==> config.mk <==
export PLATFORM = sky130hd
export DESIGN_NAME = ssn_output_pipe_multistage_flat
export DESIGN_NICKNAME = d
export VERILOG_FILES = /design/src/rtl/ssn_output_pipe_multistage_if.sv /design/src/rtl/ssn_output_pipe_multistage.sv /design/src/flat_wrapper.sv
export SDC_FILE = /design/constraint.sdc
export NUM_CORES = 1
export LEC_CHECK = 0
export CAP_MARGIN = 30
export CORE_ASPECT_RATIO = 1.4
export CORE_MARGIN = 1.5
export CORE_UTILIZATION = 23
export DETAILED_ROUTE_END_ITERATION = 10
export GPL_ROUTABILITY_DRIVEN = 0
export PLACE_DENSITY = 0.4
export SLEW_MARGIN = 25
export SYNTH_ARGS = -nofsm -noshare
export SYNTH_HDL_FRONTEND = slang
export SYNTH_SLANG_ARGS = --single-unit
export TNS_END_PERCENT = 100
==> constraint.sdc <==
create_clock -name bus_clock -period 1.5 [get_ports bus_clock]
set_input_delay 0.45 -clock bus_clock [delete_from_list [all_inputs] [get_ports bus_clock]]
set_output_delay 0.45 -clock bus_clock [all_outputs]
set_load 0.1 [all_outputs]
### The metal 2 layer, run 1

Scale: 4 px per um.
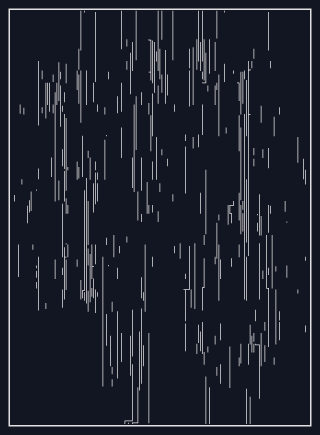
longest straight run = 48.6 um
wire length on this layer = 1860 um
share of all routed wire = 47%
met2 usage: 17.19%
total number of vias: 1246
final WL: 3962 um

### Placed standard cells, run 1

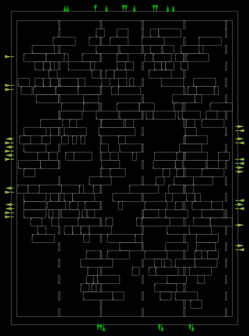
Flops: 46
sequential share of cell area: 33.30%

### Pin placement, run 1

Scale: 4 px per um. Pins as bars across the die edge, other pins in gray.
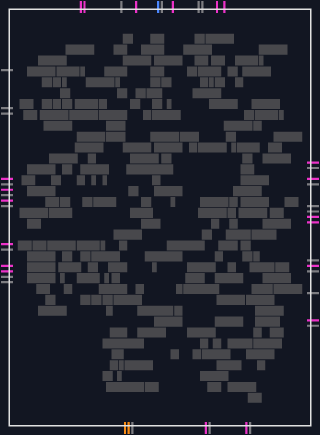
`bus_fill_level` -> orange  # pins 2, direction output, edge bottom
`bus_pipe_flush` -> blue  # pins 1, direction input, edge top
`bus_bus_data_out` -> magenta  # pins 20, direction output, edge 6 top, 6 left, 6 right, 2 bottom
die height: 103.8 um
Die W: 74.97 um
Port Buf Inserts: 46

==> results.cfg, run 1 <==
; implementation run metrics
[setup_path]
start_kind = register
critPathMaxFanout = 14
arrival_ps = 1460
crit_type = reg2out
reg2regPathDepth = 6
endpoint_kind = output port
worstPathRequired_ps = 1050
reg2reg_slack_ps = -90

[layout]
stdcell_count = 307
largest_reg_flops = 40
fillCellCount = 684
nNetsFinal = 236
diodes = 0
area_growth_pct = 72.54
mostFrequentLayoutCells = 40 x dfxtp_1, 27 x and2_1, 27 x buf_12
layout_top_cell = dfxtp_1
final_area_um2 = 2878
regArea_um2 = 958.4
drive_above_1_share_pct = 33.96
fin_util_pct = 41.22
final-comb-area_um2 = 799.5

[grt]
top_usage_layer = met2
grt_usage_pct = 11.42
overflow = 0
antenna_found_initial = 0
grt_pass1_wl_um = 6693
met3_usage_pct = 3.599
use_met1_pct = 15.19
grt_pass1_vias = 1343
grt_max_degree = 24

[yosys]
avgSynthCellArea_um2 = 10.49
fp_nets = 184
logic_family = simple AND/OR/NAND/NOR gates
postSynthSeqShare_pct = 57.16
adder_share_pct = 0.7502
synth.cellmix.compoundShare_pct = 8.252
synth_cell_types = 23
synth_flops = 46
syn_inst = 159
synthMuxAreaShare_pct = 0
ys_cells = 159
xor_share_pct = 0.5251
yosysWarnings = 0
ys_sh_simple_pct = 24.68
yosysChipArea_um2 = 1668
synth_area_um2 = 1668

[route]
dr_wl_met2_um = 1859
wl_met3_um = 229
highest_layer = met4
first_pass_iters = 4
routedLengthMet1_um = 1805
drtAntennaViolNets = 0
drtIter0Drc = 67
vias_per_cell = 4.059
drc = 0
wl_per_cell_um = 12.91

[run_status]
outcome = finished, violations left
failed_checks = setup timing

[place]
dp_hpwl_um = 2658
post-place-ws_ps = -522.9
place_inst = 296
postPlaceCellArea_um2 = 2688

[final_timing]
rsz0062_at_grt = true
clock_skew_ps = 5.420
fin_crit_sh_pct = 127.1
finalCriticalPeriod_ps = 1906
clock.fmax_ghz = 0.5246
finalMaxSlewViolations = 0
postLayoutSetupSlackWorst_ps = -406.3
setup_violations = 49
tns_ps = -9828
hold-worst-slack_ps = 361.2
hold_viol = 0

[clock_network]
clk_pin_slew_ps = 80
cts.path.max_buffers = 2
htree_levels = 2
clock_sinks = 46
clock_latency_ps = 300
root_buffer = clkbuf_8
cts_tree = built
cts_buffers = 5

[floorplan]
rows = 36
ios = 47
coreArea_um2 = 6982
dieArea_um2 = 7779
fp_util_pct = 23.89

[pwr]
peakVddDrop_uv = 459.2
p_total_mw = 2.705
power_per_cell_area_nw_per_um2 = 940.1
leakagePower_nw = 1.106

[worst_hold_path]
hp-class = reg2reg
whs_path_depth = 0

[job]
max_cap_viol_count = 0
warning_count = 29
[run 1: power breakdown]
group | switching [mW] | internal [mW]
clock network | 0.408 | 0.372
logic | 0.373 | 0.275
registers | 0.0140 | 1.26
total | 0.795 | 1.91
[run 1: final cells by class]
class | instances | share of cell area (%)
Clock inverter | 2 | 0.3913
Inverter | 16 | 2.217
Sequential cell | 46 | 33.30
Timing Repair Buffer | 57 | 29.30
Multi-Input combinational cell | 85 | 27.78
Clock buffer | 6 | 2.870
Tap cell | 95 | 4.130
[run 1: repair_timing]
action / CTS / global route
hold buffers: 0 / 0
cloned: 1 / 0
setup endpoints to repair: 21 / 49
pin swaps: 1 / 0
resized: 9 / 0
buffers inserted: 2 / 0
[run 1: critical path, cell delays in order, from the launching register on]
cell      delay, ps
dfstp_2         600
buf_12          150
nand3b_1        150
o21ai_4          90
buf_12          170
[run 1: cell families (layout without fill, tap and decap cells)]
logic type      after synthesis  in the layout
simple gates                 60             60
flops                        46             46
buf+inv                      28             81
compound gates               22             22
fa+ha+maj                     1              1
other cells                   1              1
xor+xnor                      1              1
[run 1: Yosys cell counts]
master,instances,area [um2]
buf_6,3,33.78
clkbuf_1,3,11.26
nor3_1,1,5.000
or2_2,1,6.260
xor2_1,1,8.760
nand3b_1,14,105.1
dfrtp_1,4,100.1
inv_1,16,60.06
a21o_1,1,7.510
buf_2,4,20.02
conb_1,1,3.750
nor3b_1,14,105.1
nand2_1,1,3.750
ha_1,1,12.51
o21ai_0,14,70.07
dfxtp_1,40,800.8
buf_4,2,15.01
nor2_4,1,11.26
a22o_1,6,52.55
nor2b_1,1,6.260
and2_1,27,168.9
dfstp_2,2,52.55
a21boi_0,1,7.510
### Nets reached from selected ports, run 1

Scale: 3 px per um.
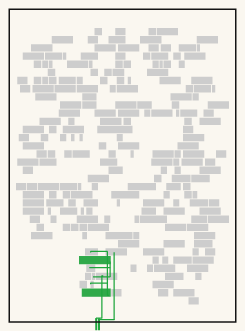

--- run 2 (diff from run 1) ---
==> constraint.sdc (replaced) <==
create_clock -name bus_clock -period 1.5 [get_ports bus_clock]
set_input_delay 0.225 -clock bus_clock [delete_from_list [all_inputs] [get_ports bus_clock]]
set_output_delay 0.225 -clock bus_clock [all_outputs]
set_load 0.1 [all_outputs]
### Nets reached from selected ports, run 2

Scale: 3 px per um.
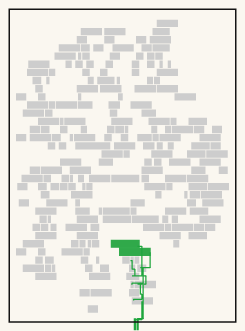
`bus_fill_level` -> green  # direction output, edge bottom, end cells 2, buffers 2, wire 76.6 um
I/O pin count: 47

==> results.cfg, run 2 <==
; implementation run metrics
[grt]
antenna_found_initial = 0
grt_max_degree = 21
overflow = 0
grt_pass1_vias = 1401
grt_pass1_wl_um = 6934
grt_usage_pct = 11.72

[route]
vias_per_cell = 4.144
drtAntennaViolNets = 0
drtIter0Drc = 46
num_vias = 1293
first_pass_iters = 4
wl_um = 4009
drc = 0
wl_per_cell_um = 12.85

[layout]
largest_reg_flops = 40
nNetsFinal = 241
final_area_um2 = 2813
area_growth_pct = 68.64
fillCellCount = 670
mostFrequentLayoutCells = 40 x dfxtp_1, 27 x and2_1, 26 x buf_12
regArea_um2 = 958.4
layout_top_cell = dfxtp_1
diodes = 0
drive_above_1_share_pct = 34.10
fin_util_pct = 40.29
final-comb-area_um2 = 710.7
stdcell_count = 312

[floorplan]
die_x_um = 74.97
rows = 36
fp_util_pct = 23.89
die_h_um = 103.8
coreArea_um2 = 6982
dieArea_um2 = 7779

[yosys]
synth_cell_types = 23
syn_inst = 159
synth_area_um2 = 1668
ys.flop_type = dfxtp_1
avgSynthCellArea_um2 = 10.49
synth_flops = 46
fp_nets = 184
synth.top_cells.by_area = dfxtp_1 48%, and2_1 10%, nand3b_1 6.3%
top_area_cell = dfxtp_1
postSynthSeqShare_pct = 57.16
yosysWarnings = 0
top_cell = dfxtp_1
async_flop_share_pct = 13.04
top_area_share_pct = 48.01
yosysChipArea_um2 = 1668
ys_cells = 159
edf_count = 0
yosys-top-cells-count = 40 x dfxtp_1, 27 x and2_1, 16 x inv_1

[setup_path]
crit_type = reg2out
endpoint_kind = output port
arrival_ps = 1440
worstPathRequired_ps = 1270
reg2regPathDepth = 5
start_kind = register
critPathMaxFanout = 5
reg2reg_slack_ps = 110

[pwr]
p_total_mw = 2.663
pwr-share-comb_pct = 23.8
power_per_cell_area_nw_per_um2 = 946.9
seqPwrFrac_pct = 48.0
p_sw_uw = 756.9
peakVddDrop_uv = 541.5
leakagePower_nw = 1.116
intPower_mw = 1.906
p_clk_share_pct = 28.2
swShare_pct = 28.42

[final_timing]
finalMaxSlewViolations = 0
clock.fmax_ghz = 0.6010
setup_violations = 21
tns_ps = -2689
postLayoutSetupSlackWorst_ps = -163.8
fin_crit_sh_pct = 110.9
hold_viol = 0
clock_skew_ps = 3.051
hold-worst-slack_ps = 172.6
rsz0062_at_grt = true
finalCriticalPeriod_ps = 1664

[place]
post-place-ws_ps = -283.3
postPlaceCellArea_um2 = 2534
numPortBuffers = 46
place_inst = 296
dp_hpwl_um = 2509

[clock_network]
cts.path.max_buffers = 2
clk_pin_slew_ps = 80
clock_sinks = 46
cts_tree = built
htree_levels = 2
cts_buffers = 5
clock_latency_ps = 290
root_buffer = clkbuf_8

[job]
max_cap_viol_count = 0
warning_count = 29

[run_status]
failed_checks = setup timing
outcome = finished, violations left

[worst_hold_path]
hp-class = in2async
==> run 2: cell counts after synthesis <==
No cell type changed its count.
==> run 2: per-layer routing <==
layer  global-route usage [%]  share of wire [%]  up-vias
met5                        0                  0        -
met4                    4.286                1.6        0
met3                    3.405                5.8        5
met2                    19.22                 50       38
met1                    14.14                 42      625
li1                         -                  -      625
==> run 2: critical path, cell delays in order, from the launching register on <==
cell and delay [ps]:
dfstp_2 620, buf_6 140, nand3b_1 150, o21ai_4 80, buf_12 170
==> run 2: cell type report <==
class | instances | area share, %
clock buffer | 7 | 3.069
inverter | 16 | 2.135
clock inverter | 1 | 0.1779
tap | 95 | 4.226
sequential | 46 | 34.07
timing repair buffer | 62 | 31.05
multi-input combinational | 85 | 25.27
==> run 2: power groups by stage <==
stage	clock (mW)	combinational, mW	sequential [mW]
final	0.751	0.633	1.28
after global routing	0.845	0.662	1.28
after CTS	0.795	0.639	1.28
after detailed placement	0	0.582	1.31
after global placement	0	0.577	1.30
after floorplan	0	0.322	1.32
==> run 2: kinds of logic after synthesis <==
| kind of cell | Yosys count | share of synthesized area [%] |
|---|---|---|
| flops | 46 | 57.16 |
| other cells | 1 | 0.2248 |
| simple gates | 60 | 24.68 |
| xor+xnor | 1 | 0.5252 |
| buf+inv | 28 | 8.402 |
| fa+ha+maj | 1 | 0.7501 |
| compound gates | 22 | 8.253 |
==> run 2: repair_timing <==
action / 4_1_cts / 5_1_grt
endpoints found under the setup margin: 21 / 21
resized: 23 / 0
gates cloned: 2 / 0
buffers inserted: 6 / 0
hold buffers: 0 / 0
Power figures rest on the tool's default switching activity, not on a simulated workload.
